### Cells coloured by class

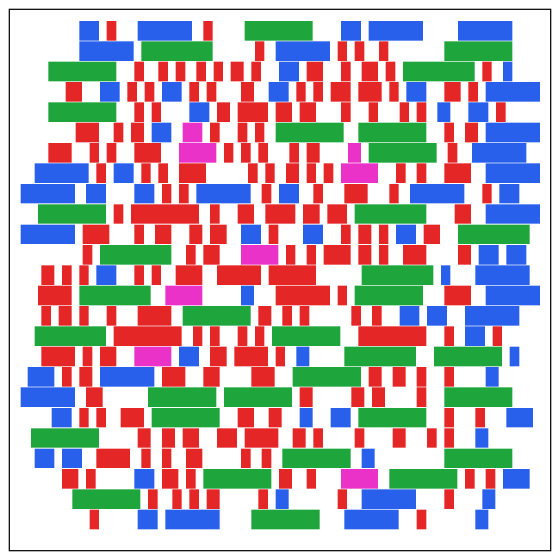
### Where the registers sit

Bar = 20 um. Other sequential cells in the stronger grey, the rest of the logic in the fainter grey.
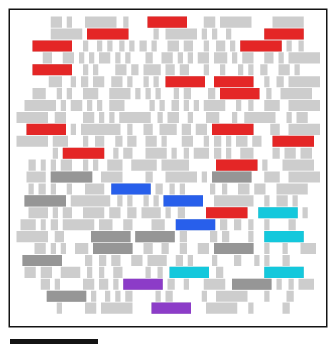
### config.mk
export PLATFORM = sky130hd
export DESIGN_NAME = mat_scan_controller
export DESIGN_NICKNAME = d
export VERILOG_FILES = /design/src/rtl/mat_scan_controller.sv
export SDC_FILE = /design/constraint.sdc
export NUM_CORES = 1
export LEC_CHECK = 0
export ABC_AREA = 1
export CAP_MARGIN = 20
export CELL_PAD_IN_SITES_DETAIL_PLACEMENT = 1
export CELL_PAD_IN_SITES_GLOBAL_PLACEMENT = 1
export CORE_UTILIZATION = 39
export CTS_CLUSTER_DIAMETER = 200
export DETAILED_ROUTE_END_ITERATION = 10
export MAX_ROUTING_LAYER = met4
export PLACE_DENSITY_LB_ADDON = 0.1
export RECOVER_POWER = 100
export SYNTH_ARGS = -nofsm -noshare
export SYNTH_HDL_FRONTEND = slang
export SYNTH_SLANG_ARGS = --single-unit
export TNS_END_PERCENT = 10
### constraint.sdc
create_clock -name clock -period 1.4 [get_ports clock]
set_input_delay 0.21 -clock clock [delete_from_list [all_inputs] [get_ports clock]]
set_output_delay 0.21 -clock clock [all_outputs]
set_load 0.05 [all_outputs]
### src/rtl/mat_scan_controller.sv
// mat_scan_controller
//   Frame sequencer for the corner-detect matrix read. For each reference pixel it
//   issues N_ADJ circle-neighbour read indices, replays them READ_LAT cycles later as
//   register-file writes, then pulses matReaden once all writes for that pixel landed.
//   Optional build macro: MAT_BORDER_SKIP_EN -- visit only pixels whose whole circle
//   of RADIUS lies inside the image (adds a column counter). Default: full linear scan.
module mat_scan_controller #(
  parameter int IMG_W    = 160,
  parameter int IMG_H    = 135,
  parameter int N_ADJ    = 16,
  parameter int IDX_W    = 4,
  parameter int READ_LAT = 2,
  parameter int ADDR_W   = 15,
  parameter int RADIUS   = 3
) (
  input  logic              clock,
  input  logic              nReset,
  input  logic              start,
  input  logic              stall,
  output logic [ADDR_W-1:0] refAddr,
  output logic [IDX_W-1:0]  adjNumber,
  output logic              adjValid,
  output logic [IDX_W-1:0]  regAddr,
  output logic              regWe,
  output logic              matReaden,
  output logic              busy,
  output logic              frameDone
);

  // Elaboration-time sanity of the parameter set.
  if ((1 << IDX_W) != N_ADJ) begin : gBadIdx
    $error("N_ADJ must equal 2**IDX_W");
  end
  if (READ_LAT < 1 || READ_LAT > 4) begin : gBadLat
    $error("READ_LAT must be 1..4");
  end
  if (RADIUS < 1 || 2 * RADIUS >= IMG_W || 2 * RADIUS >= IMG_H) begin : gBadRad
    $error("RADIUS leaves no interior pixels");
  end
  if ((IMG_W * IMG_H - 1) >= (1 << ADDR_W)) begin : gBadAddr
    $error("ADDR_W too narrow for the frame");
  end

  typedef enum logic [1:0] {
    IDLE  = 2'd0,
    ISSUE = 2'd1,
    DRAIN = 2'd2,
    DONE  = 2'd3
  } state_t;

  localparam logic [IDX_W-1:0] ADJ_LAST   = IDX_W'(N_ADJ - 1);
  localparam logic [2:0]       DRAIN_LAST = 3'(READ_LAT - 1);

`ifdef MAT_BORDER_SKIP_EN
  localparam logic [ADDR_W-1:0] FIRST = ADDR_W'(RADIUS * IMG_W + RADIUS);
  localparam logic [ADDR_W-1:0] LAST  = ADDR_W'((IMG_H - RADIUS) * IMG_W - RADIUS - 1);
  localparam int                COL_W = $clog2(IMG_W);
  localparam logic [COL_W-1:0]  COL_FIRST = COL_W'(RADIUS);
  localparam logic [COL_W-1:0]  COL_LAST  = COL_W'(IMG_W - RADIUS - 1);
  // Jump from the last interior column to the first interior column of the next row.
  localparam logic [ADDR_W-1:0] ROW_JUMP  = ADDR_W'(2 * RADIUS + 1);
`else
  localparam logic [ADDR_W-1:0] FIRST = '0;
  localparam logic [ADDR_W-1:0] LAST  = ADDR_W'(IMG_W * IMG_H - 1);
`endif

  state_t                         state, stateNext;
  logic [IDX_W-1:0]               adjCnt;
  logic [2:0]                     drainCnt;
  logic [ADDR_W-1:0]              nextAddr;
  logic                           isLast;
  logic [READ_LAT-1:0]            vldPipe;
  logic [READ_LAT-1:0][IDX_W-1:0] idxPipe;

  assign isLast = (refAddr == LAST);

  // State register; stall is folded into stateNext so the FSM simply holds.
  always_ff @(posedge clock or negedge nReset) begin
    if (!nReset) state <= IDLE;
    else         state <= stateNext;
  end

  // Next-state and per-state outputs. Pulses stretch naturally under stall
  // because the FSM holds in DONE.
  always_comb begin
    stateNext = state;
    adjValid  = 1'b0;
    matReaden = 1'b0;
    frameDone = 1'b0;
    busy      = 1'b1;
    case (state)
      IDLE: begin
        busy = 1'b0;
        if (start) stateNext = ISSUE;
      end
      ISSUE: begin
        adjValid = 1'b1;
        if (adjCnt == ADJ_LAST) stateNext = DRAIN;
      end
      DRAIN: begin
        if (drainCnt == DRAIN_LAST) stateNext = DONE;
      end
      DONE: begin
        matReaden = 1'b1;
        frameDone = isLast;
        stateNext = isLast ? IDLE : ISSUE;
      end
      default: stateNext = IDLE;
    endcase
    if (stall) stateNext = state;
  end

  // adjCnt is 0 outside ISSUE (it wraps after N_ADJ-1), so adjNumber idles at 0.
  assign adjNumber = adjValid ? adjCnt : '0;

  // Neighbour index counter and the drain timer that waits for the last write.
  always_ff @(posedge clock or negedge nReset) begin
    if (!nReset) begin
      adjCnt   <= '0;
      drainCnt <= '0;
    end else if (!stall) begin
      if (state == ISSUE) adjCnt <= adjCnt + IDX_W'(1);
      if (state == DRAIN) drainCnt <= drainCnt + 3'd1;
      else                drainCnt <= '0;
    end
  end

`ifdef MAT_BORDER_SKIP_EN
  logic [COL_W-1:0] colCnt;

  assign nextAddr = (colCnt == COL_LAST) ? refAddr + ROW_JUMP : refAddr + ADDR_W'(1);

  // Column of refAddr, used to spot the end of an interior row.
  always_ff @(posedge clock or negedge nReset) begin
    if (!nReset) begin
      colCnt <= COL_FIRST;
    end else if (!stall && state == DONE) begin
      if (isLast || colCnt == COL_LAST) colCnt <= COL_FIRST;
      else                              colCnt <= colCnt + COL_W'(1);
    end
  end
`else
  assign nextAddr = refAddr + ADDR_W'(1);
`endif

  // Reference pixel advances as its matReaden cycle retires; wraps to FIRST after LAST.
  always_ff @(posedge clock or negedge nReset) begin
    if (!nReset) begin
      refAddr <= FIRST;
    end else if (!stall && state == DONE) begin
      refAddr <= isLast ? FIRST : nextAddr;
    end
  end

  // Read-latency delay line: writes replay the read requests READ_LAT cycles later.
  always_ff @(posedge clock or negedge nReset) begin
    if (!nReset) begin
      vldPipe <= '0;
      idxPipe <= '0;
    end else if (!stall) begin
      vldPipe[0] <= adjValid;
      idxPipe[0] <= adjNumber;
      for (int i = 1; i < READ_LAT; i++) begin
        vldPipe[i] <= vldPipe[i-1];
        idxPipe[i] <= idxPipe[i-1];
      end
    end
  end

  assign regWe   = vldPipe[READ_LAT-1];
  assign regAddr = idxPipe[READ_LAT-1];

endmodule

==> job_summary.md <==
## Synthesis and layout report

| Metric | Value |
|---|---|
| Leading cell types by total area after synthesis | `sky130_fd_sc_hd__dfrtp_1 (44%), sky130_fd_sc_hd__nand2_1 (13%), sky130_fd_sc_hd__inv_1 (7.0%)` |
| Cell Area, Synth | `1920 sq um` |
| Overall power after layout | `0.00501 W` |
| Result of the run | `complete, but fails checks` |
| Compound Share, Synth | `6.13%` |
| PnR worst setup slack | `-0.288 ns` |
| Max-slew violations | `0` |
| Worst-skew pair later-pin latency | `0.30 ns` |
| Most frequent cells after synthesis | `sky130_fd_sc_hd__nand2_1 (67), sky130_fd_sc_hd__inv_1 (36), sky130_fd_sc_hd__dfrtp_1 (34)` |
| Area Growth Syn to Fin | `52.6%` |
| CTS tree | `yes` |
| Number of failing setup endpoints in the final timing report | `18` |
| Iteration count of the initial detailed-routing pass | `4` |
| Grt total ovfl | `0` |
| Vias/cell | `4.79` |
| Violated checks | `negative setup slack` |
| Area of all sequential standard cells | `862 sq um` |
| Startpoint-to-endpoint class of the critical path | `flip-flop to primary output` |
| Initial DRC count | `83` |
| Post-detailed-placement cell area | `2840 sq um` |
| Root buffer selected by CTS | `sky130_fd_sc_hd__clkbuf_8` |
| Layout cell share with drive strength beyond 1 | `about two fifths` |
| Internal Pwr Total | `0.00282 W` |
| Max capacitance violation total | `0` |
| Number of instances in the placed design | `366` |
| Xor/xnor share of the synthesized area | `3.20%` |
| Startpoint type of the worst setup path | `flip-flop` |
| Non-clk invs | `37` |
| Diode insertion count for antenna repair | `0` |
| Number of logic gates | `between 150 and 200` |
| Number of clock buffer instances in the layout | `6` |
| H-tree depth | `2` |
| Final ANT Viol Nets | `0` |
| Core area | `between 4000 and 5000 sq um` |
| Count of tool warnings | `34` |
| Initial antenna violation count | `0` |
| Power density of the placed cells | `1710 nW/um^2` |
| TritonCTS buffer count | `5` |
| Max-Slew Margin vs Limit | `between 30 and 40%` |
| Arrival time of data at the critical path endpoint | `1.48 ns` |
| DRC | `0` |
| Area fraction in full adders, half adders and majority gates | `5.87%` |
| Sinks on the clock net | `34` |
| Vias in the first global route | `1958` |
| Maximum clock rate | `593 MHz` |
| Post-DP HPWL | `4.24 mm` |
| DP Worst Slack | `-0.139 ns` |
| CTS clock-pin slew for the worst setup and hold paths | `0.08 ns` |
| Final std cells w/o fill | `377` |
| Port buffer count | `31` |
| Minimum clock period | `1.69 ns` |
| Setup Total Neg Slack | `-1.56 ns` |
| CTS Hold Buffers Added | `0` |
| Most numerous cell in the Yosys netlist | `sky130_fd_sc_hd__nand2_1` |
| Combinational power share | `54.3%` |
| Relative contribution of the clock network to total power | `15.8%` |
| Area reported by Yosys stat | `between 1500 and 2000 sq um` |
| All-layer global routing usage | `between 20% and 30%` |
| Detailed Route WL | `5.89 mm` |
| Combinational fraction of the cell area | `between 30% and 40%` |
Back to the opening pictures, 'Cells coloured by class':
Key: other buffers and delay cells = blue [cells 70, share of their area 28%]; all other logic = red [cells 198, share of their area 39%]; flip-flops = green [cells 34, share of their area 30%]; clock drivers and dummy loads = magenta [cells 8, share of their area 3.3%]

Back to the opening pictures, 'Where the registers sit':
Key: `drainCnt` = blue [flops 3]; `refAddr` = red [flops 15]; `vldPipe` = purple [flops 2]; `regAddr` = cyan [flops 4, where bottom right]
Another 10 sequential cells are not coloured.

-- timing repair --
action,CTS,global route
setup buffers,3,0
gates resized,14,16
hold endpoints to repair,0,0
pin swaps,2,4
setup endpoints to repair,17,25
-- routing by layer --
| metal | track usage, % | routed length, um | vias to the layer above | part of all wire [%] |
|---|---|---|---|---|
| met5 | - | 0 | - | 0 |
| met3 | 5.00 | 181 | 5 | 3.1 |
| li1 | - | - | 872 | - |
| met1 | 31.5 | 2650 | 901 | 45 |
| met4 | 6.54 | 65 | 0 | 1.1 |
| met2 | 43.2 | 2990 | 28 | 51 |
-- layout by cell type, fill, tap and decap left out, types with 2 or more instances in the layout --
cell                              netlist  routed
sky130_fd_sc_hd__nand2_2                1       8
sky130_fd_sc_hd__o21bai_1               2       2
sky130_fd_sc_hd__clkbuf_8               0       6
sky130_fd_sc_hd__dfrtp_2                0       9
sky130_fd_sc_hd__nand4_1                3       3
sky130_fd_sc_hd__clkdlybuf4s50_1        0       2
sky130_fd_sc_hd__inv_2                  1       7
sky130_fd_sc_hd__xnor2_1                3       3
sky130_fd_sc_hd__buf_4                  4      31
sky130_fd_sc_hd__o21ai_0               12      12
sky130_fd_sc_hd__nor2_4                 2       2
sky130_fd_sc_hd__dfrtp_1               34      25
sky130_fd_sc_hd__buf_12                 0      23
sky130_fd_sc_hd__ha_4                   0       3
sky130_fd_sc_hd__ha_1                   9       6
sky130_fd_sc_hd__xor2_1                 4       4
sky130_fd_sc_hd__nand3_2                4       6
sky130_fd_sc_hd__clkbuf_1               1       3
sky130_fd_sc_hd__inv_1                 36      29
sky130_fd_sc_hd__nor2_2                 1       9
sky130_fd_sc_hd__nand2_1               67      60
sky130_fd_sc_hd__nor2_1                29      21
sky130_fd_sc_hd__a21oi_1                4       4
sky130_fd_sc_hd__clkbuf_2               0      10
sky130_fd_sc_hd__nand3_1               12      10
-- final timing paths --
path	startpoint	to	slack, ns
worst max-delay path	refAddr[1]	frameDone	-0.29
worst min-delay path	idxPipe[3]	regAddr[3]	0.48
worst max register to register	refAddr[7]	refAddr[12]	-0.09
worst min register to register	idxPipe[3]	regAddr[3]	0.48
max in group asynchronous	nReset	refAddr[13]	0.18
min in group asynchronous	nReset	regAddr[1]	0.59
-- power groups by stage --
stage | combinational [W] | clock (W) | sequential, W
after floorplan | 0.00116 | 0 | 0.00171
after global placement | 0.00264 | 0 | 0.00149
after detailed placement | 0.00273 | 0 | 0.00151
after CTS | 0.00285 | 0.000812 | 0.00150
after global routing | 0.00291 | 0.000845 | 0.00153
final | 0.00272 | 0.000790 | 0.00150
-- worst max-delay path, stage by stage, from the launching register on --
cell	delay, ns
sky130_fd_sc_hd__dfrtp_2	0.39
sky130_fd_sc_hd__ha_4	0.16
sky130_fd_sc_hd__nand2_2	0.05
sky130_fd_sc_hd__nor2_2	0.09
sky130_fd_sc_hd__nand2_2	0.09
sky130_fd_sc_hd__nor3_4	0.22
sky130_fd_sc_hd__buf_12	0.18
-- flip-flops by register name, indices dropped and copies added, names as in the netlist --
register,count
adjCnt,4
regAddr,4
refAddr,15
state,2
vldPipe,2
idxPipe,4
drainCnt,3
Power is estimated from default activity; no workload was simulated.
